### src/rtl/uc_irq_if.sv
// Signal bundle between the uc_irq control unit and the 8-bit datapath.
// The datapath side drives opcode/z/irq; the control unit drives every strobe.
interface uc_irq_if;
    logic [5:0] opcode;
    logic       z;
    logic       irq;
    logic       s_inc;
    logic       s_inm;
    logic       we3;
    logic       wez;
    logic [2:0] op_alu;
    logic       push;
    logic       pop;
    logic       s_pop;
    logic       write_enable;
    logic       s_load;
    logic       we_es;
    logic       s_cargaes;
    logic       s_interrupcion;
    logic       irq_ack;
    logic       in_isr;
    logic       stack_err;

    modport master (
        output opcode, z, irq,
        input  s_inc, s_inm, we3, wez, op_alu, push, pop, s_pop, write_enable,
               s_load, we_es, s_cargaes, s_interrupcion, irq_ack, in_isr, stack_err
    );

    modport slave (
        input  opcode, z, irq,
        output s_inc, s_inm, we3, wez, op_alu, push, pop, s_pop, write_enable,
               s_load, we_es, s_cargaes, s_interrupcion, irq_ack, in_isr, stack_err
    );
endinterface

### src/rtl/uc_irq.sv
// Control unit for the 8-bit CPU datapath: combinational opcode decode plus
// interrupt sequencing (edge detect, pending, vector injection) and stack depth tracking.
module uc_irq #(
    parameter int STACK_DEPTH = 16
) (
    input  logic     clk,
    input  logic     reset,
    uc_irq_if.slave  cu
);
    localparam int DW = $clog2(STACK_DEPTH + 1);
    localparam logic [DW-1:0] DEPTH_MAX = DW'(STACK_DEPTH);
    localparam logic [DW-1:0] DEPTH_ONE = DW'(1);

    logic          irq_q, irq_d;
    logic          pending_q, pending_d;
    logic          ie_q, ie_d;
    logic          in_isr_q, in_isr_d;
    logic [DW-1:0] depth_q, depth_d;
    logic          stack_err_q, stack_err_d;

    logic          take;
    logic          dec_s_inc, dec_s_inm, dec_we3, dec_wez;
    logic          dec_push, dec_pop, dec_write_enable, dec_s_load;
    logic          dec_we_es, dec_s_cargaes, dec_s_interrupcion, dec_irq_ack;

    always_comb begin
        dec_s_inc          = 1'b1;
        dec_s_inm          = 1'b0;
        dec_we3            = 1'b0;
        dec_wez            = 1'b0;
        dec_push           = 1'b0;
        dec_pop            = 1'b0;
        dec_write_enable   = 1'b0;
        dec_s_load         = 1'b0;
        dec_we_es          = 1'b0;
        dec_s_cargaes      = 1'b0;
        dec_s_interrupcion = 1'b0;
        dec_irq_ack        = 1'b0;

        irq_d       = cu.irq;
        ie_d        = ie_q;
        in_isr_d    = in_isr_q;
        depth_d     = depth_q;
        stack_err_d = stack_err_q;

        take      = pending_q & ie_q & (depth_q < DEPTH_MAX);
        // A fresh edge arriving in the take cycle belongs to a new request and stays pending.
        pending_d = (pending_q & ~take) | (cu.irq & ~irq_q);

        if (take) begin
            // The current instruction is squashed; its PC is pushed so it re-runs after RETI.
            dec_push           = 1'b1;
            dec_s_interrupcion = 1'b1;
            dec_irq_ack        = 1'b1;
            ie_d               = 1'b0;
            in_isr_d           = 1'b1;
            depth_d            = depth_q + DEPTH_ONE;
        end else begin
            casez (cu.opcode)
                6'b0?????: begin dec_we3 = 1'b1; dec_wez = 1'b1; end
                6'b1000??: begin dec_s_inm = 1'b1; dec_we3 = 1'b1; end
                6'b1001??: begin dec_s_load = 1'b1; dec_we3 = 1'b1; end
                6'b1010??: dec_write_enable = 1'b1;
                6'b1011??: begin dec_s_cargaes = 1'b1; dec_we3 = 1'b1; end
                6'b1100??: dec_we_es = 1'b1;
                6'b110100: dec_s_inc = 1'b0;
                6'b110101: dec_s_inc = ~cu.z;
                6'b110110: dec_s_inc = cu.z;
                6'b110111: begin
                    if (depth_q == DEPTH_MAX) begin
                        stack_err_d = 1'b1;
                    end else begin
                        dec_push  = 1'b1;
                        dec_s_inc = 1'b0;
                        depth_d   = depth_q + DEPTH_ONE;
                    end
                end
                6'b111000, 6'b111001: begin
                    if (depth_q == '0) begin
                        stack_err_d = 1'b1;
                    end else begin
                        dec_pop = 1'b1;
                        depth_d = depth_q - DEPTH_ONE;
                    end
                    if (cu.opcode[0]) begin
                        ie_d     = 1'b1;
                        in_isr_d = 1'b0;
                    end
                end
                6'b111010: ie_d = 1'b1;
                6'b111011: ie_d = 1'b0;
                default: ;
            endcase
        end
    end

    always_ff @(posedge clk) begin
        if (reset) begin
            irq_q       <= 1'b0;
            pending_q   <= 1'b0;
            ie_q        <= 1'b0;
            in_isr_q    <= 1'b0;
            depth_q     <= '0;
            stack_err_q <= 1'b0;
        end else begin
            irq_q       <= irq_d;
            pending_q   <= pending_d;
            ie_q        <= ie_d;
            in_isr_q    <= in_isr_d;
            depth_q     <= depth_d;
            stack_err_q <= stack_err_d;
        end
    end

    // Reset holds the datapath in a harmless fetch: PC+1, nothing written.
    assign cu.s_inc          = dec_s_inc | reset;
    assign cu.s_inm          = dec_s_inm & ~reset;
    assign cu.we3            = dec_we3 & ~reset;
    assign cu.wez            = dec_wez & ~reset;
    assign cu.op_alu         = reset ? 3'b000 : cu.opcode[4:2];
    assign cu.push           = dec_push & ~reset;
    assign cu.pop            = dec_pop & ~reset;
    assign cu.s_pop          = dec_pop & ~reset;
    assign cu.write_enable   = dec_write_enable & ~reset;
    assign cu.s_load         = dec_s_load & ~reset;
    assign cu.we_es          = dec_we_es & ~reset;
    assign cu.s_cargaes      = dec_s_cargaes & ~reset;
    assign cu.s_interrupcion = dec_s_interrupcion & ~reset;
    assign cu.irq_ack        = dec_irq_ack & ~reset;
    assign cu.in_isr         = in_isr_q & ~reset;
    assign cu.stack_err      = stack_err_q & ~reset;
endmodule

### src/flat_wrapper.sv
// flat-port wrapper written by rule: the top's interface ports become plain ports
module uc_irq_flat 
#(
    parameter int STACK_DEPTH = 16
)
  (clk, reset, cu_opcode, cu_z, cu_irq, cu_s_inc, cu_s_inm, cu_we3, cu_wez, cu_op_alu, cu_push, cu_pop, cu_s_pop, cu_write_enable, cu_s_load, cu_we_es, cu_s_cargaes, cu_s_interrupcion, cu_irq_ack, cu_in_isr, cu_stack_err);
  uc_irq_if cu_i ();
  input  logic clk;
  input  logic reset;
  input wire logic [$bits(cu_i.opcode)-1:0] cu_opcode;
  input wire logic [$bits(cu_i.z)-1:0] cu_z;
  input wire logic [$bits(cu_i.irq)-1:0] cu_irq;
  output wire logic [$bits(cu_i.s_inc)-1:0] cu_s_inc;
  output wire logic [$bits(cu_i.s_inm)-1:0] cu_s_inm;
  output wire logic [$bits(cu_i.we3)-1:0] cu_we3;
  output wire logic [$bits(cu_i.wez)-1:0] cu_wez;
  output wire logic [$bits(cu_i.op_alu)-1:0] cu_op_alu;
  output wire logic [$bits(cu_i.push)-1:0] cu_push;
  output wire logic [$bits(cu_i.pop)-1:0] cu_pop;
  output wire logic [$bits(cu_i.s_pop)-1:0] cu_s_pop;
  output wire logic [$bits(cu_i.write_enable)-1:0] cu_write_enable;
  output wire logic [$bits(cu_i.s_load)-1:0] cu_s_load;
  output wire logic [$bits(cu_i.we_es)-1:0] cu_we_es;
  output wire logic [$bits(cu_i.s_cargaes)-1:0] cu_s_cargaes;
  output wire logic [$bits(cu_i.s_interrupcion)-1:0] cu_s_interrupcion;
  output wire logic [$bits(cu_i.irq_ack)-1:0] cu_irq_ack;
  output wire logic [$bits(cu_i.in_isr)-1:0] cu_in_isr;
  output wire logic [$bits(cu_i.stack_err)-1:0] cu_stack_err;
  assign cu_i.opcode = cu_opcode;
  assign cu_i.z = cu_z;
  assign cu_i.irq = cu_irq;
  assign cu_s_inc = cu_i.s_inc;
  assign cu_s_inm = cu_i.s_inm;
  assign cu_we3 = cu_i.we3;
  assign cu_wez = cu_i.wez;
  assign cu_op_alu = cu_i.op_alu;
  assign cu_push = cu_i.push;
  assign cu_pop = cu_i.pop;
  assign cu_s_pop = cu_i.s_pop;
  assign cu_write_enable = cu_i.write_enable;
  assign cu_s_load = cu_i.s_load;
  assign cu_we_es = cu_i.we_es;
  assign cu_s_cargaes = cu_i.s_cargaes;
  assign cu_s_interrupcion = cu_i.s_interrupcion;
  assign cu_irq_ack = cu_i.irq_ack;
  assign cu_in_isr = cu_i.in_isr;
  assign cu_stack_err = cu_i.stack_err;
  uc_irq #(.STACK_DEPTH(STACK_DEPTH)) u_core (.clk(clk), .reset(reset), .cu(cu_i));
endmodule
### config.mk
export PLATFORM = sky130hd
export DESIGN_NAME = uc_irq_flat
export DESIGN_NICKNAME = d
export VERILOG_FILES = /design/src/rtl/uc_irq_if.sv /design/src/rtl/uc_irq.sv /design/src/flat_wrapper.sv
export SDC_FILE = /design/constraint.sdc
export NUM_CORES = 1
export LEC_CHECK = 0
export CELL_PAD_IN_SITES_DETAIL_PLACEMENT = 0
export CELL_PAD_IN_SITES_GLOBAL_PLACEMENT = 1
export CORE_UTILIZATION = 31
export DETAILED_ROUTE_END_ITERATION = 16
export PLACE_DENSITY = 0.8
export SKIP_LAST_GASP = 1
export SLEW_MARGIN = 20
export SYNTH_ARGS = -nofsm -noshare
export SYNTH_HDL_FRONTEND = slang
export SYNTH_SLANG_ARGS = --single-unit
### constraint.sdc
create_clock -name clk -period 2.29 [get_ports clk]
set_clock_uncertainty 0.15 [all_clocks]
set_input_delay 0.458 -clock clk [delete_from_list [all_inputs] [get_ports clk]]
set_output_delay 0.458 -clock clk [all_outputs]
set_load 0.02 [all_outputs]
Figure 1. Signal wires on met1 (run 1).
Drawn at 4 px/um. Supply wires on this layer in grey.
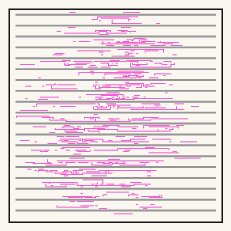
The wires run mostly horizontal. The longest straight run is 26.7 um.
met1 track demand over resource: 0.241
via count of the routed design: 919
DRT Wirelength: 2370 um

Figure 2. Clock routing (run 1).
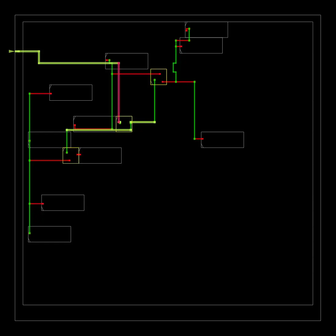
worst-skew pair later-pin latency: 260 ps
total CTS buffers: 3
final-layout clock buffer total: 3

==> Implementation_results.wiki, run 1 <==
== Run summary ==
{| class="wikitable"
! Metric !! Value
|-
| Run status || completed
|-
| Sequential power || ~180 uW
|-
| CTS tree || yes
|-
| Switching pwr || about 130 uW
|-
| Startpoint Class || primary input
|-
| First-pass GRT wire length || between 3000 and 4000 um
|-
| Crit share post-route || 0.991
|-
| Total of flip-flops plus latches after synthesis || 10
|-
| Row cnt || 18
|-
| Biggest area contributors in the synthesized netlist || sky130_fd_sc_hd__dfxtp_1, sky130_fd_sc_hd__nor2_1, sky130_fd_sc_hd__nor2b_1, sky130_fd_sc_hd__a21oi_1, sky130_fd_sc_hd__ha_1
|-
| Core Area || roughly 2500 um^2
|-
| Routed wl met2 || 1210 um
|-
| Launch instance of the worst min-delay path || u_core.stack_err_q$_SDFFE_PP0P_
|-
| Sequential share of the synthesized area || 0.250
|-
| Category of cells accounting for the largest share of critical-path delay || simple AND/OR/NAND/NOR gates
|-
| # DRC || 0
|-
| Top cell types by occurrence after synthesis || sky130_fd_sc_hd__nor2_1, sky130_fd_sc_hd__dfxtp_1, sky130_fd_sc_hd__a21oi_1, sky130_fd_sc_hd__nor2b_1, sky130_fd_sc_hd__nand2_1
|-
| Die Span X || about 53 um
|-
| Worst-case clock buffer depth || 2
|-
| Chip Height || roughly 53 um
|-
| Design internal power || ~310 uW
|}
Figure 3. Met3 routing (run 1).
Drawn at 10 px/um.
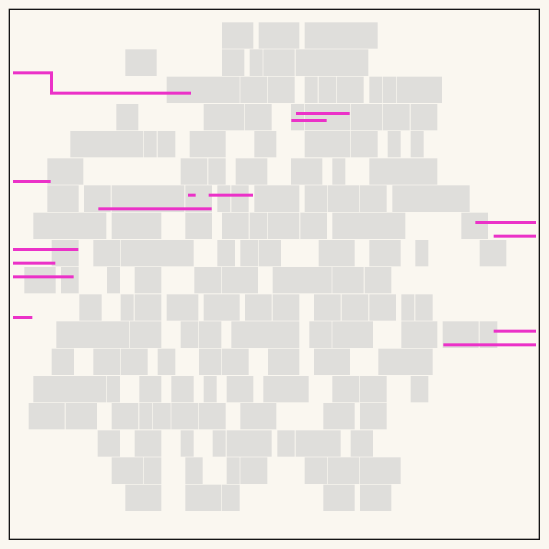
The wires run mostly horizontal. The layer holds 3.7% of the routed length. The longest straight run is 13.8 um.
met3 track demand over resource in global routing: 0.0374

run 1: state kept, by name, indices dropped and copies added, names as in the netlist:
signal              flops
u_core.pending_q        1
u_core.ie_q             1
u_core.in_isr_q         1
u_core.irq_q            1
u_core.stack_err_q      1
u_core.depth_q          5
run 1: cell families after synthesis:
family	Yosys count	share of synthesized area
multiplexers	2	0.0265
adder cells (fa/ha/maj)	2	0.0312
XOR/XNOR	2	0.0218
flip-flops	10	0.250
AND-OR/OR-AND	21	0.187
buffers and inverters	9	0.0717
AND/OR/NAND/NOR	54	0.412
run 1: area by class of cell:
class	instances	area, um^2
Fill cell	239	1120
Multi-Input combinational cell	81	626
Timing Repair Buffer	55	433
Sequential cell	10	200
Tap cell	30	37.5
Clock buffer	3	22.5
Inverter	3	11.3
--- run 2 (diff from run 1) ---
--- a/config.mk
+++ b/config.mk
@@ -9,6 +9,7 @@
 export CELL_PAD_IN_SITES_GLOBAL_PLACEMENT = 1
 export CORE_UTILIZATION = 31
 export DETAILED_ROUTE_END_ITERATION = 16
+export GPL_TIMING_DRIVEN = 1
 export PLACE_DENSITY = 0.8
 export SKIP_LAST_GASP = 1
 export SLEW_MARGIN = 20
Figure 4. Clock wires, drivers and flops (run 2).
Drawn at 8 px/um.
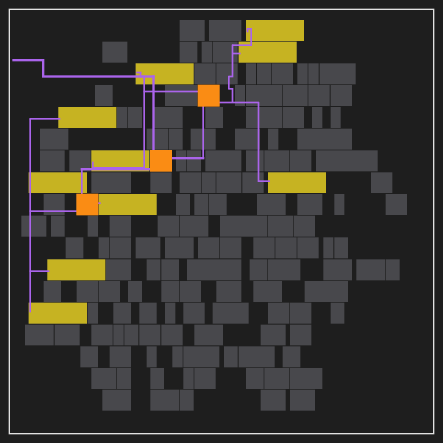
Key: purple = clock wires [length 155 um]; yellow = flip-flops [count 10]; orange = clock-net drivers [count 3]
There are 4 routed clock nets.

==> run 2 against run 1 <==
  * Wire length did not move
  * Worst hold slack did not move
  * Fmax did not move
  * Highest routed layer unchanged
  * Synthesized cell count did not move
  * Sequential power barely moved
  * Cell count did not move
  * Power did not move
  * Register-to-register slack barely moved
  * Worst setup slack did not move
  * Synthesized area did not move
==> Implementation_results.wiki, run 2 <==
== Run summary ==
{| class="wikitable"
! Metric !! Value
|-
| Routed wl met2 || 1210 um (unchanged)
|-
| Met3 track demand over resource in global routing || 0.0374 (unchanged)
|-
| Flip-flop count of the largest register, all copies and words added || 5 (unchanged)
|-
| H-tree depth reported by CTS || 1 (unchanged)
|-
| Met1 track demand over resource || 0.241 (unchanged)
|-
| Complex-gate fraction of the synthesized area || 0.187 (unchanged)
|-
| Run status || completed (unchanged)
|-
| Number of fill cells in the layout || 239 (unchanged)
|-
| Launch instance of the worst min-delay path || u_core.stack_err_q$_SDFFE_PP0P_ (unchanged)
|-
| Startpoint Class || primary input (unchanged)
|-
| Switching pwr || 128 uW (unchanged)
|-
| CTS tree || yes (unchanged)
|-
| Mux share of post-synthesis cell area || 0.0265 (unchanged)
|-
| Post-Synth Adder-Cell Area || 0.0312 (unchanged)
|-
| DRT Wirelength || 2370 um (unchanged)
|-
| Worst-case clock buffer depth || 2 (unchanged)
|-
| # DRC || 0 (unchanged)
|-
| Category of cells accounting for the largest share of critical-path delay || simple AND/OR/NAND/NOR gates (unchanged)
|-
| Total CTS buffers || 3 (unchanged)
|-
| FF+latch area || 200 um^2 (unchanged)
|-
| First-pass GRT wire length || 3830 um (unchanged)
|-
| Chip Height || 52.9 um (unchanged)
|-
| Via count of the routed design || 919 (unchanged)
|-
| Total of flip-flops plus latches after synthesis || 10 (unchanged)
|-
| Biggest area contributors in the synthesized netlist || sky130_fd_sc_hd__dfxtp_1, sky130_fd_sc_hd__nor2_1, sky130_fd_sc_hd__nor2b_1, sky130_fd_sc_hd__a21oi_1, sky130_fd_sc_hd__ha_1 (unchanged)
|-
| Row cnt || 18 (unchanged)
|}
Figure 5. Cell density map (run 2).
Drawn at 8 px/um. 11 x 11 tiles, from white (low) to dark blue (high), 0 to 100% covered.
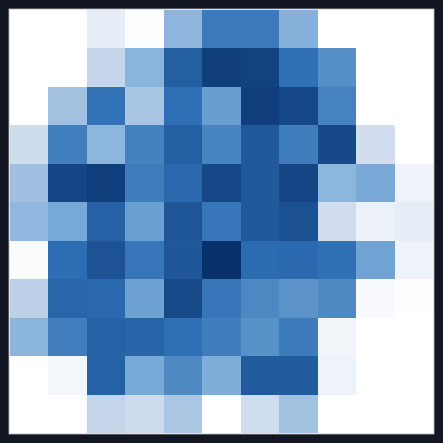
The emptiest ninth of the die: bottom right. 26% of the tiles are over 75% full. The mean over all tiles is 46%. The densest ninth of the die: middle. 22% of the tiles are nearly empty.
effective utilization at floorplan: 0.327
final core occ: 0.542
Core Area: 2450 um^2

## run 2: cell counts after synthesis
No cell type changed its count.
## run 2: cell type report
type / count / area share
clock buffer: 3 / 0.0169
inverter: 3 / 0.00847
multi-input combinational: 81 / 0.470
sequential: 10 / 0.151
tap: 30 / 0.0282
timing repair buffer: 55 / 0.325
## run 2: through the flow
step,total power [mW],hold WS (ps),setup WS (ps),setup TNS [ps],cells
after global placement,0.311,305,-507,-6500,177
final,0.435,317,21.4,0,182
after floorplan,0.245,279,29.9,0,100
after detailed placement,0.313,305,-531,-6720,177
after global routing,0.459,371,-33.1,-141,182
after CTS,0.434,322,-261,-474,181
## run 2: timing repair
action / CTS / global route
setup buffers: 1 / 1
resized: 59 / 24
setup endpoints to repair: 19 / 16
pin swaps: 4 / 1
Power is estimated from default activity; no workload was simulated.
